### src/rtl/param_ram_if.sv
// Handshake bundle for param_ram: read port, write port and clear-engine status.
interface param_ram_if #(
  parameter int DATA_WIDTH = 8,
  parameter int ADDR_WIDTH = 8
);
  logic                  rd;
  logic [ADDR_WIDTH-1:0] rd_addr;
  logic [DATA_WIDTH-1:0] rd_data;
  logic                  rd_valid;
  logic                  rd_err;
  logic                  wr;
  logic [ADDR_WIDTH-1:0] wr_addr;
  logic [DATA_WIDTH-1:0] wr_data;
  logic                  wr_err;
  logic                  clr;
  logic                  busy;
  logic                  clr_done;

  modport master (
    output rd, rd_addr, wr, wr_addr, wr_data, clr,
    input  rd_data, rd_valid, rd_err, wr_err, busy, clr_done
  );

  modport slave (
    input  rd, rd_addr, wr, wr_addr, wr_data, clr,
    output rd_data, rd_valid, rd_err, wr_err, busy, clr_done
  );
endinterface

### src/rtl/param_ram.sv
// Parametrised register-file RAM: 1-cycle write, registered read with valid/error
// pulses, selectable read-during-write policy and a one-entry-per-cycle clear engine.
module param_ram #(
  parameter int DATA_WIDTH  = 8,
  parameter int ADDR_WIDTH  = 8,
  parameter int DEPTH       = 8,
  parameter bit WRITE_FIRST = 1'b1
) (
  input  logic        clk_system,
  input  logic        reset_n,
  param_ram_if.slave  bus
);
  localparam int                IW      = (DEPTH > 1) ? $clog2(DEPTH) : 1;
  // One extra bit so DEPTH == 2**ADDR_WIDTH still compares correctly.
  localparam logic [ADDR_WIDTH:0] DEPTH_A = (ADDR_WIDTH+1)'(DEPTH);
  localparam logic [IW-1:0]     LAST    = IW'(DEPTH - 1);

  typedef enum logic {IDLE, CLEAR} state_e;

  state_e                               state_q, state_d;
  logic [DEPTH-1:0][DATA_WIDTH-1:0]     mem_q, mem_d;
  logic [IW-1:0]                        cnt_q, cnt_d;
  logic [DATA_WIDTH-1:0]                rd_data_q, rd_data_d;
  logic                                 rd_valid_q, rd_valid_d;
  logic                                 rd_err_q, rd_err_d;
  logic                                 wr_err_q, wr_err_d;
  logic                                 clr_done_q, clr_done_d;
  logic                                 busy_q;

  logic          rd_in, wr_in, wr_ok, fwd;
  logic [IW-1:0] rd_idx, wr_idx;

  assign rd_in  = {1'b0, bus.rd_addr} < DEPTH_A;
  assign wr_in  = {1'b0, bus.wr_addr} < DEPTH_A;
  assign rd_idx = bus.rd_addr[IW-1:0];
  assign wr_idx = bus.wr_addr[IW-1:0];
  assign wr_ok  = (state_q == IDLE) && bus.wr && wr_in;
  assign fwd    = WRITE_FIRST && wr_ok && (bus.wr_addr == bus.rd_addr);

  always_comb begin
    state_d    = state_q;
    mem_d      = mem_q;
    cnt_d      = cnt_q;
    rd_data_d  = rd_data_q;
    rd_valid_d = bus.rd;
    rd_err_d   = 1'b0;
    wr_err_d   = 1'b0;
    clr_done_d = 1'b0;
    case (state_q)
      IDLE: begin
        if (wr_ok) mem_d[wr_idx] = bus.wr_data;
        wr_err_d = bus.wr && !wr_in;
        if (bus.rd) begin
          if (rd_in) rd_data_d = fwd ? bus.wr_data : mem_q[rd_idx];
          else       rd_err_d  = 1'b1;
        end
        // clr still lets this cycle's rd/wr complete before the sweep starts.
        if (bus.clr) state_d = CLEAR;
      end
      CLEAR: begin
        mem_d[cnt_q] = '0;
        wr_err_d     = bus.wr;
        rd_err_d     = bus.rd;
        if (cnt_q == LAST) begin
          state_d    = IDLE;
          cnt_d      = '0;
          clr_done_d = 1'b1;
        end else begin
          cnt_d = cnt_q + 1'b1;
        end
      end
      default: state_d = IDLE;
    endcase
  end

  always_ff @(posedge clk_system or negedge reset_n) begin
    if (!reset_n) begin
      state_q    <= IDLE;
      mem_q      <= '0;
      cnt_q      <= '0;
      rd_data_q  <= '0;
      rd_valid_q <= 1'b0;
      rd_err_q   <= 1'b0;
      wr_err_q   <= 1'b0;
      clr_done_q <= 1'b0;
      busy_q     <= 1'b0;
    end else begin
      state_q    <= state_d;
      mem_q      <= mem_d;
      cnt_q      <= cnt_d;
      rd_data_q  <= rd_data_d;
      rd_valid_q <= rd_valid_d;
      rd_err_q   <= rd_err_d;
      wr_err_q   <= wr_err_d;
      clr_done_q <= clr_done_d;
      busy_q     <= (state_d == CLEAR);
    end
  end

  assign bus.rd_data  = rd_data_q;
  assign bus.rd_valid = rd_valid_q;
  assign bus.rd_err   = rd_err_q;
  assign bus.wr_err   = wr_err_q;
  assign bus.busy     = busy_q;
  assign bus.clr_done = clr_done_q;
endmodule

### src/flat_wrapper.sv
// flat-port wrapper written by rule: the top's interface ports become plain ports
module param_ram_flat 
#(
  parameter int DATA_WIDTH  = 8,
  parameter int ADDR_WIDTH  = 8,
  parameter int DEPTH       = 8,
  parameter bit WRITE_FIRST = 1'b1
)
  (clk_system, reset_n, bus_rd, bus_rd_addr, bus_wr, bus_wr_addr, bus_wr_data, bus_clr, bus_rd_data, bus_rd_valid, bus_rd_err, bus_wr_err, bus_busy, bus_clr_done);
  param_ram_if #(.DATA_WIDTH(DATA_WIDTH), .ADDR_WIDTH(ADDR_WIDTH)) bus_i ();
  input  logic clk_system;
  input  logic reset_n;
  input wire logic [$bits(bus_i.rd)-1:0] bus_rd;
  input wire logic [$bits(bus_i.rd_addr)-1:0] bus_rd_addr;
  input wire logic [$bits(bus_i.wr)-1:0] bus_wr;
  input wire logic [$bits(bus_i.wr_addr)-1:0] bus_wr_addr;
  input wire logic [$bits(bus_i.wr_data)-1:0] bus_wr_data;
  input wire logic [$bits(bus_i.clr)-1:0] bus_clr;
  output wire logic [$bits(bus_i.rd_data)-1:0] bus_rd_data;
  output wire logic [$bits(bus_i.rd_valid)-1:0] bus_rd_valid;
  output wire logic [$bits(bus_i.rd_err)-1:0] bus_rd_err;
  output wire logic [$bits(bus_i.wr_err)-1:0] bus_wr_err;
  output wire logic [$bits(bus_i.busy)-1:0] bus_busy;
  output wire logic [$bits(bus_i.clr_done)-1:0] bus_clr_done;
  assign bus_i.rd = bus_rd;
  assign bus_i.rd_addr = bus_rd_addr;
  assign bus_i.wr = bus_wr;
  assign bus_i.wr_addr = bus_wr_addr;
  assign bus_i.wr_data = bus_wr_data;
  assign bus_i.clr = bus_clr;
  assign bus_rd_data = bus_i.rd_data;
  assign bus_rd_valid = bus_i.rd_valid;
  assign bus_rd_err = bus_i.rd_err;
  assign bus_wr_err = bus_i.wr_err;
  assign bus_busy = bus_i.busy;
  assign bus_clr_done = bus_i.clr_done;
  param_ram #(.DATA_WIDTH(DATA_WIDTH), .ADDR_WIDTH(ADDR_WIDTH), .DEPTH(DEPTH), .WRITE_FIRST(WRITE_FIRST)) u_core (.clk_system(clk_system), .reset_n(reset_n), .bus(bus_i));
endmodule
### config.mk
export PLATFORM = sky130hd
export DESIGN_NAME = param_ram_flat
export DESIGN_NICKNAME = d
export VERILOG_FILES = /design/src/rtl/param_ram_if.sv /design/src/rtl/param_ram.sv /design/src/flat_wrapper.sv
export SDC_FILE = /design/constraint.sdc
export NUM_CORES = 1
export LEC_CHECK = 0
export CAP_MARGIN = 30
export CELL_PAD_IN_SITES_DETAIL_PLACEMENT = 0
export CELL_PAD_IN_SITES_GLOBAL_PLACEMENT = 2
export CORE_UTILIZATION = 40
export CTS_BUF_LIST = sky130_fd_sc_hd__clkbuf_16
export DETAILED_ROUTE_END_ITERATION = 10
export PLACE_DENSITY = 0.91
export SYNTH_ARGS = -nofsm -noshare
export SYNTH_HDL_FRONTEND = slang
export SYNTH_SLANG_ARGS = --single-unit
### constraint.sdc
create_clock -name clk_system -period 2.2 [get_ports clk_system]
set_clock_uncertainty 0.05 [all_clocks]
set_input_delay 0.33 -clock clk_system [delete_from_list [all_inputs] [get_ports clk_system]]
set_output_delay 0.33 -clock clk_system [all_outputs]
set_load 0.01 [all_outputs]
Fig. 1: run 1, gate families picked out
Bar = 20 um.
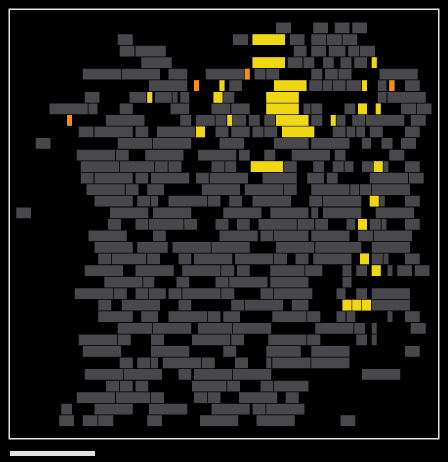
color	family	cells
yellow	NOR gates	26
orange	inverters	4
Commonest Layout Cell: dfrtp_1
Comb area share: 0.361
non-filler instance count after layout: 469

Fig. 2: run 1, placement view
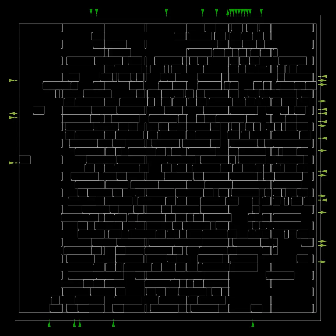
Seq/total area: 0.414
Rows: 35
Tap Count: 129
flop count: 80

Fig. 3: run 1, metal layers overlaid
Bar = 20 um.
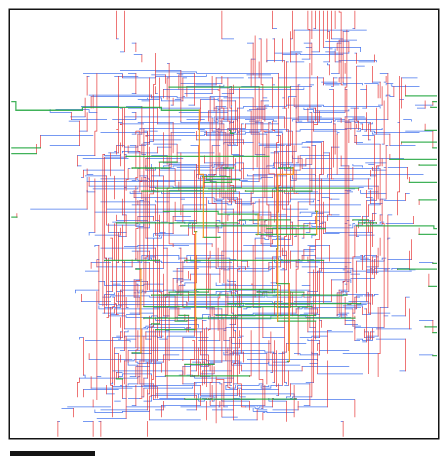
color	layer	wire length
blue	metal 1	4270 um
red	metal 2	4530 um
green	metal 3	834 um
orange	metal 4	142 um
via count: 2788
GRT Total Usage: 0.211
routed wire length per instance: 20.8 um
Post-Route WL: 9.78 mm

==> results.sh, run 1 <==
# implementation run metrics
export IMPL_grt_max_degree=46
export IMPL_dp_hpwl_mm=6.62
export IMPL_top_register="u_core.mem_q"
export IMPL_hold_viol_final=0
export IMPL_min_from="u_core.bus.rd_data[4]$_DFFE_PN0P_"
export IMPL_tightest_slew_ps=610
export IMPL_synthCells=280
export IMPL_ys_warn_count=0
export IMPL_p_leak_nw=2.09
export IMPL_log_warning_count=26
export IMPL_p_per_area_nw_per_um2=781
export IMPL_ff2ff_path_depth=4
export IMPL_drc=0
export IMPL_avgSynthCellArea_sq_um=13.9
export IMPL_synth_area_leader_cell="dfrtp_1"
export IMPL_vias_per_cell=5.94
export IMPL_top_logic_kind="AND-OR/OR-AND gates"
export IMPL_crit_required_ps=2360
export IMPL_startpoint_type="primary input"
export IMPL_dr_pass1_iters=4
export IMPL_drv_slew=0
export IMPL_syn_area_sq_um=3900
export IMPL_drtAntennaViolNets=0
export IMPL_cts_htree_levels=3
export IMPL_r2r_start="u_core.state_q$_DFF_PN0_"
export IMPL_core_area_sq_um=9330
export IMPL_ys_sh_mux=0.124
export IMPL_lay_top_cells="80 x dfrtp_1, 64 x a22o_1, 40 x clkdlybuf4s50_1"
export IMPL_use_met2=0.319
export IMPL_clock_root_buffer="clkbuf_16"
export IMPL_cts_tree="yes"
export IMPL_synth_distinct_cells=33
export IMPL_ys_area_sq_um=3900
export IMPL_final_area_sq_um=4840
export IMPL_slew_headroom=0.592
export IMPL_yosysSeqAreaShare=0.513
export IMPL_critPathMaxFanout=10
export IMPL_ys_flops=80
export IMPL_n_fill_cell=789
export IMPL_die_w_um=101
export IMPL_post_place_ws_ps=-224
export IMPL_area_delta_synth_final_pct=24.0
export IMPL_ctsResizeCount=0
export IMPL_grt_use_met3=0.0541
export IMPL_dieArea_sq_um=10200
export IMPL_cts_buffers=9
export IMPL_diodes=0
export IMPL_simple_gate_share=0.103
export IMPL_endpoint_kind="flop"
export IMPL_fin_nets=366
export IMPL_die_h_um=101
export IMPL_synthXorXnorAreaFrac=0.0157
export IMPL_syn_num_nets=311
export IMPL_antenna_found_initial=0
export IMPL_fin_util=0.519
export IMPL_worstPathArrival_ps=2230
export IMPL_grt_pass1_wl_mm=15.7
export IMPL_hp_class="reg -> reg"
export IMPL_post_cts_buffers=0
export IMPL_fp_util=0.419
export IMPL_port_buffer_count=41
export IMPL_power_mw=3.78
export IMPL_ys_cells=280
export IMPL_worst_slack_ps=136
export IMPL_status="finished clean"
export IMPL_min_to="u_core.bus.rd_data[4]$_DFFE_PN0P_"
export IMPL_max_freq_mhz=485
export IMPL_period_minus_slack_ps=2060
export IMPL_top_cell_area_share=0.513
export IMPL_setup_tns_ps=0
export IMPL_grt_util_met1=0.292
export IMPL_gp_congestion=0.778
export IMPL_crit_type="in -> reg"
[run 1: layout make-up]
cell class / count / area [sq um] / area share
Sequential cell: 80 / 2000 / 0.414
Multi-Input combinational cell: 175 / 1750 / 0.361
Timing Repair Buffer: 65 / 628 / 0.130
Clock buffer: 9 / 225 / 0.0465
Tap cell: 129 / 161 / 0.0333
Clock inverter: 7 / 63.8 / 0.0132
Inverter: 4 / 15.0 / 0.00310
[run 1: logic make-up after synthesis]
| kind of cell | Yosys count |
|---|---|
| flops | 80 |
| xor+xnor | 7 |
| buf+inv | 25 |
| mux | 27 |
| compound gates | 90 |
| simple gates | 49 |
| fa+ha+maj | 2 |
[run 1: Yosys cell counts]
cell type and instances:
buf_1 3, a31oi_1 9, mux4_2 16, a21oi_2 3, a41oi_2 1, or2_1 1, o31ai_1 8, nor4_1 8
a31oi_2 4, nand4_1 3, nand2_1 9, mux2_2 10, buf_6 4, mux2i_1 1, or2_2 1, ha_1 2
inv_1 4, clkbuf_1 4, o22ai_1 1, buf_4 8, buf_2 2, or4_4 1, nand3b_1 2, nand3_1 1
nor4_4 8, a22o_1 64, and2_1 2, nor2_1 7, xnor2_1 7, dfrtp_1 80, nor2b_1 3, or3b_2 1
and4_1 2
[run 1: worst max-delay path, cell delays in order]
cell and delay [ps]:
clkdlybuf4s50_1 420, or4_4 670, or2_1 370, nor4_1 320
o31ai_1 100
[run 1: power breakdown]
group | total (mW) | internal [mW] | switching [mW]
Combinational | 0.724 | 0.273 | 0.451
Sequential | 1.61 | 1.53 | 0.0853
Clock | 1.44 | 0.867 | 0.576
[run 1: routing by layer]
layer  vias to the layer above  wire [um]
li1                       1232          -
met1                      1429       4270
met2                       112       4530
met3                        15        833
met4                         0        141
met5                         -          0
==> run 2, diff against run 1 <==
--- a/config.mk
+++ b/config.mk
@@ -11,7 +11,9 @@
 export CORE_UTILIZATION = 40
 export CTS_BUF_LIST = sky130_fd_sc_hd__clkbuf_16
 export DETAILED_ROUTE_END_ITERATION = 10
+export MAX_ROUTING_LAYER = met4
 export PLACE_DENSITY = 0.91
+export REMOVE_ABC_BUFFERS = 1
 export SYNTH_ARGS = -nofsm -noshare
 export SYNTH_HDL_FRONTEND = slang
 export SYNTH_SLANG_ARGS = --single-unit
==> results.sh, run 2 <==
# implementation run metrics
export IMPL_cts_buffers=9
export IMPL_drv_slew=0
export IMPL_hp_class="reg -> reg"
export IMPL_yosysSeqAreaShare=0.513
export IMPL_syn_area_sq_um=3900
export IMPL_ys_warn_count=0
export IMPL_ys_flops=80
export IMPL_seq_area_sq_um=2000
export IMPL_status="finished clean"
export IMPL_fin_nets=366
export IMPL_hold_viol_final=0
export IMPL_edf_count=0
export IMPL_top_cell_area_share=0.513
export IMPL_antenna_found_initial=0
export IMPL_synth_top_cell_by_count="dfrtp_1"
export IMPL_drc=0
export IMPL_die_w_um=101
export IMPL_path_buffers=1
export IMPL_cts_tree="yes"
export IMPL_swShare=0.300
export IMPL_p_leak_nw=2.10
export IMPL_endpoint_kind="flop"
export IMPL_dr_pass1_iters=4
export IMPL_max_freq_mhz=479
export IMPL_power_switching_mw=1.16
export IMPL_power_share_sequential=0.419
export IMPL_ys_flop_type="dfrtp_1"
export IMPL_ys_cells=280
export IMPL_p_per_area_nw_per_um2=792
export IMPL_vias=2714
export IMPL_slew_headroom=0.623
export IMPL_crit_family="simple AND/OR/NAND/NOR gates"
export IMPL_power_internal_mw=2.69
export IMPL_gp_congestion=0.831
export IMPL_final_comb_area_sq_um=1750
export IMPL_synth_area_leader_cell="dfrtp_1"
export IMPL_startpoint_type="primary input"
export IMPL_avgSynthCellArea_sq_um=13.9
export IMPL_synthCells=280
export IMPL_layout_top_cell="dfrtp_1"
export IMPL_final_area_sq_um=4860
export IMPL_ys_area_sq_um=3900
export IMPL_comb_power_uw=713
export IMPL_power_mw=3.85
export IMPL_log_warning_count=25
export IMPL_lay_top_cells="80 x dfrtp_1, 64 x a22o_1, 40 x clkdlybuf4s50_1"
export IMPL_clock_root_buffer="clkbuf_16"
export IMPL_ctsResizeCount=0
export IMPL_crit_type="in -> reg"
export IMPL_powerClk_mw=1.52
export IMPL_p_seq_mw=1.61
export IMPL_synthArstFlopShare=1.00
export IMPL_tightest_slew_ps=565
export IMPL_clockPowerShare=0.396
export IMPL_drtAntennaViolNets=0
export IMPL_core_area_sq_um=9330
export IMPL_synth_distinct_cells=33
export IMPL_die_h_um=101
export IMPL_path_cells="clkdlybuf4s50_1 -> or4_4 -> or2_1 -> nor4_1 -> o31ai_1"
export IMPL_period_minus_slack_ps=2090
export IMPL_wirelength_mm=10.1
export IMPL_top_register="u_core.mem_q"
export IMPL_p_comb_frac=0.185
export IMPL_dieArea_sq_um=10200
export IMPL_crit_required_ps=2360
export IMPL_critPathMaxFanout=10
export IMPL_rows=35
export IMPL_worstPathArrival_ps=2250
run 2: final cells by class:
| type | instances | share of cell area |
|---|---|---|
| clock buffers | 9 | 0.0463 |
| clock inverters | 7 | 0.0160 |
| inverters | 4 | 0.00309 |
| multi-input cells | 175 | 0.360 |
| flip-flops and latches | 80 | 0.412 |
| well taps | 129 | 0.0332 |
| repair buffers | 65 | 0.129 |
run 2: final timing paths:
check	from	endpoint	slack, ps	depth (start not counted)
setup / recovery	bus_wr_addr[5]	u_core.bus.rd_data[2]$_DFFE_PN0P_	110	5
hold / removal	u_core.bus.rd_data[7]$_DFFE_PN0P_	u_core.bus.rd_data[7]$_DFFE_PN0P_	440	2
setup reg to reg	u_core.state_q$_DFF_PN0_	u_core.bus.rd_data[2]$_DFFE_PN0P_	280	4
hold reg to reg	u_core.bus.rd_data[7]$_DFFE_PN0P_	u_core.bus.rd_data[7]$_DFFE_PN0P_	440	2
max in group asynchronous	reset_n	u_core.mem_q[17]$_DFFE_PN0P_	990	3
min in group asynchronous	reset_n	u_core.mem_q[14]$_DFFE_PN0P_	490	2
run 2: kinds of logic (layout without fill, tap and decap cells):
group	after synthesis	in the layout	share of synthesized area
compound gates	90	90	0.199
flops	80	80	0.513
simple gates	49	49	0.103
mux	27	27	0.124
buf+inv	25	85	0.0401
xor+xnor	7	7	0.0157
fa+ha+maj	2	2	0.00641
run 2: layer usage:
layer  global-route usage  vias up  part of all wire
li1                     -     1228                 -
met1                0.296     1381              0.45
met2                0.335       87              0.47
met3               0.0395       18             0.055
met4               0.0870        0             0.022
met5                    -        -                 0
run 2: tightest hold or removal path: cells and delay by family, from the launching register on:
kind,cells,cell delay [ps]
AND-OR/OR-AND,1,60
flip-flops,1,340
AND/OR/NAND/NOR,1,50
Fig. 4: run 2, gate families picked out
Bar = 20 um.
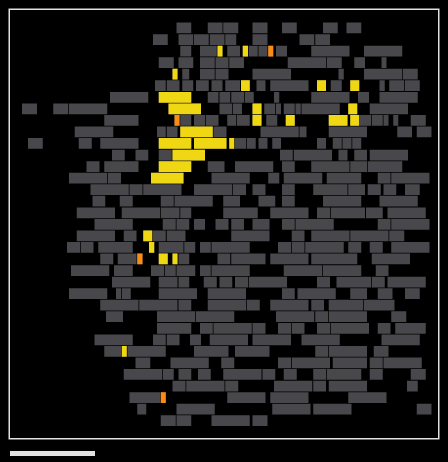
color	family	cells	most used
orange	inverters	4	inv_1
yellow	NOR gates	26	nor4_4
Comb area share: 0.360

Fig. 5: run 2, metal layers overlaid
Bar = 20 um.
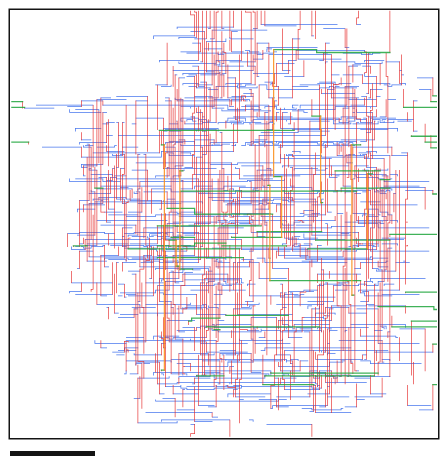
color	layer	wire length
orange	metal 4	222 um
red	metal 2	4770 um
green	metal 3	561 um
blue	metal 1	4560 um
routed wire length per instance: 21.6 um
GRT Total Usage: 0.221

==> run 3, diff against run 2 <==
--- a/config.mk
+++ b/config.mk
@@ -11,7 +11,6 @@
 export CORE_UTILIZATION = 40
 export CTS_BUF_LIST = sky130_fd_sc_hd__clkbuf_16
 export DETAILED_ROUTE_END_ITERATION = 10
-export MAX_ROUTING_LAYER = met4
 export PLACE_DENSITY = 0.91
 export REMOVE_ABC_BUFFERS = 1
 export SYNTH_ARGS = -nofsm -noshare
==> results.sh, run 3 <==
# implementation run metrics
export IMPL_status="finished clean"
export IMPL_path_cells="clkdlybuf4s50_1 -> or4_4 -> or2_1 -> nor4_1 -> o31ai_1"
export IMPL_startpoint_type="primary input"
export IMPL_critPathMaxStageDelay_ps=670
export IMPL_power_internal_mw=2.69
export IMPL_critPathMaxFanout=10
export IMPL_wl_met3_um=540
export IMPL_dr_pass1_iters=4
export IMPL_slowest_stage="or4_4"
export IMPL_hold_viol_final=0
export IMPL_p_leak_nw=2.10
export IMPL_crit_end="u_core.bus.rd_data[2]$_DFFE_PN0P_"
export IMPL_cts_buffers=9
export IMPL_synthCells=280
export IMPL_highest_layer="met4"
export IMPL_die_h_um=101
export IMPL_fin_nets=366
export IMPL_tightest_slew_ps=569
export IMPL_crit_required_ps=2360
export IMPL_top_register="u_core.mem_q"
export IMPL_crit_type="in -> reg"
export IMPL_period_minus_slack_ps=2090
export IMPL_crit_family="simple AND/OR/NAND/NOR gates"
export IMPL_layout_top_cell="dfrtp_1"
export IMPL_critical_path_startpoint="bus_wr_addr[5]"
export IMPL_use_met2=0.337
export IMPL_cts_tree="yes"
export IMPL_path_buffers=1
export IMPL_dp_hpwl_mm=6.96
export IMPL_worstPathArrival_ps=2250
export IMPL_swShare=0.299
export IMPL_r2r_start="u_core.state_q$_DFF_PN0_"
export IMPL_grt_max_degree=45
export IMPL_place_area_sq_um=4540
export IMPL_vias=2713
export IMPL_log_warning_count=25
export IMPL_edf_count=0
export IMPL_yosys_top_cells_area="dfrtp_1 51%, a22o_1 14%, mux4_2 9.2%"
export IMPL_worst_slack_ps=112
export IMPL_layoutNonFillerInstCount=469
export IMPL_vias_per_cell=5.78
export IMPL_rsz0062_at_grt="no"
export IMPL_port_buffer_count=41
export IMPL_hp_class="reg -> reg"
export IMPL_diodes=0
export IMPL_endpoint_kind="flop"
export IMPL_avgSynthCellArea_sq_um=13.9
export IMPL_antenna_found_initial=0
export IMPL_synth_top_cell_by_count="dfrtp_1"
export IMPL_dieArea_sq_um=10200
export IMPL_path_depth=5
export IMPL_ys_flops=80
export IMPL_drc=0
export IMPL_r2r_end="u_core.bus.rd_data[2]$_DFFE_PN0P_"
export IMPL_grt_util_met1=0.296
export IMPL_fp_util=0.419
export IMPL_gp_congestion=0.819
export IMPL_clock_root_buffer="clkbuf_16"
export IMPL_syn_area_sq_um=3900
export IMPL_p_per_area_nw_per_um2=791
export IMPL_max_freq_mhz=479
export IMPL_wl_met2_mm=4.77
export IMPL_lay_top_cells="80 x dfrtp_1, 64 x a22o_1, 40 x clkdlybuf4s50_1"
export IMPL_ys_area_sq_um=3900
export IMPL_area_delta_synth_final_pct=24.5
export IMPL_power_switching_mw=1.15
export IMPL_ys_flop_type="dfrtp_1"
export IMPL_drt_met1_wl_mm=4.55
export IMPL_ys_warn_count=0
export IMPL_slew_headroom=0.619
export IMPL_reg2reg_slack_ps=280
export IMPL_wirelength_mm=10.1
export IMPL_synth_distinct_cells=33
export IMPL_drv_slew=0
export IMPL_p_comb_frac=0.185
export IMPL_synth_area_leader_cell="dfrtp_1"
export IMPL_drtAntennaViolNets=0
export IMPL_post_drt_wl_per_cell_um=21.5
export IMPL_power_share_sequential=0.419
export IMPL_grt_pass1_wl_mm=15.9
export IMPL_post_cts_buffers=0
export IMPL_common_cells="80 x dfrtp_1, 64 x a22o_1, 16 x mux4_2, 10 x mux2_2"
export IMPL_ff2ff_path_depth=4
export IMPL_post_place_ws_ps=-211
export IMPL_clockPowerShare=0.396
export IMPL_grt_total_usage=0.214
export IMPL_power_mw=3.84
export IMPL_layout_drive_gt1_share=0.253
export IMPL_grt_use_met3=0.0312
export IMPL_yosysSeqAreaShare=0.513
export IMPL_grt_busiest_layer="met2"
export IMPL_setup_viol=0
export IMPL_synthArstFlopShare=1.00
export IMPL_die_w_um=101
export IMPL_ys_cells=280
export IMPL_rows=35
export IMPL_top_cell_area_share=0.513
export IMPL_cts_htree_levels=3
export IMPL_setup_tns_ps=0
run 3: cell counts in the layout (fill, tap and decap cells not counted):
No cell type changed its count.
run 3: timing repair:
item | 4_1_cts | 5_1_grt
hold buffers | 1 | 0
endpoints found under the hold margin | 43 | 0
endpoints found under the setup margin | 0 | 1
resized | 0 | 1
run 3: how the worst min path moves through the flow:
stage / startpoint / end / slack [ps] / cells past startpoint
2_1_floorplan: reset_n / u_core.bus.clr_done$_DFF_PN0_ / -20 / 0
3_3_place_gp: reset_n / u_core.mem_q[10]$_DFFE_PN0P_ / 310 / 1
3_5_place_dp: reset_n / u_core.mem_q[14]$_DFFE_PN0P_ / 310 / 1
4_1_cts: u_core.bus.rd_data[7]$_DFFE_PN0P_ / u_core.bus.rd_data[7]$_DFFE_PN0P_ / 440 / 2
5_1_grt: bus_rd / u_core.bus.rd_valid$_DFF_PN0_ / 440 / 1
6_report: u_core.bus.rd_data[7]$_DFFE_PN0P_ / u_core.bus.rd_data[7]$_DFFE_PN0P_ / 440 / 2
run 3: power groups by stage:
stage / logic, mW / clock network [mW] / registers [mW]
floorplan: 0.367 / 0 / 1.64
global placement: 0.690 / 0 / 1.63
detailed placement: 0.709 / 0 / 1.64
CTS: 0.713 / 1.54 / 1.61
global route: 0.763 / 1.62 / 1.62
finish: 0.713 / 1.52 / 1.61
run 3: cell type report:
type                       count  area [sq um]
clock buffer                   9           225
clock inverter                 7          77.6
fill                         805          4470
inverter                       4          15.0
multi-input combinational    175          1750
sequential                    80          2000
tap                          129           161
timing repair buffer          65           628
run 3: cell families (layout without fill, tap and decap cells):
group	Yosys count	count (layout)	synth area share
mux	27	27	0.124
simple gates	49	49	0.103
compound gates	90	90	0.199
buf+inv	25	85	0.0401
fa+ha+maj	2	2	0.00641
flops	80	80	0.513
xor+xnor	7	7	0.0157
Fig. 6: run 3, placement view
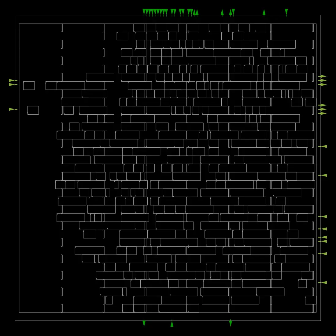
final core occ: 0.521
Fillers: 805

Fig. 7: run 3, cell classes on the final placement
Bar = 20 um. Fill, decap, tap and diode cells in gray.
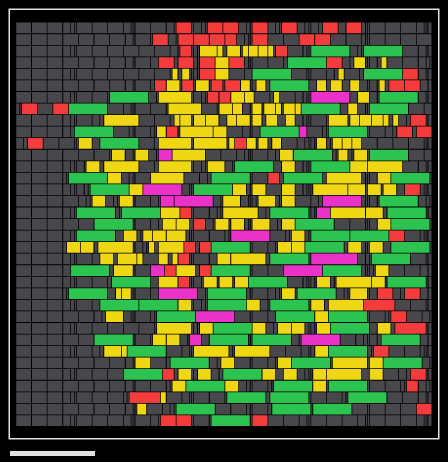
color	class	cells
magenta	clock drivers and dummy loads	16
yellow	combinational and other logic	179
red	other buffers and delay cells	65
green	flops	80
Seq/total area: 0.412
core area: 9330 sq um
Final Cell Area: 4860 sq um

Power and IR drop assume default switching activity.
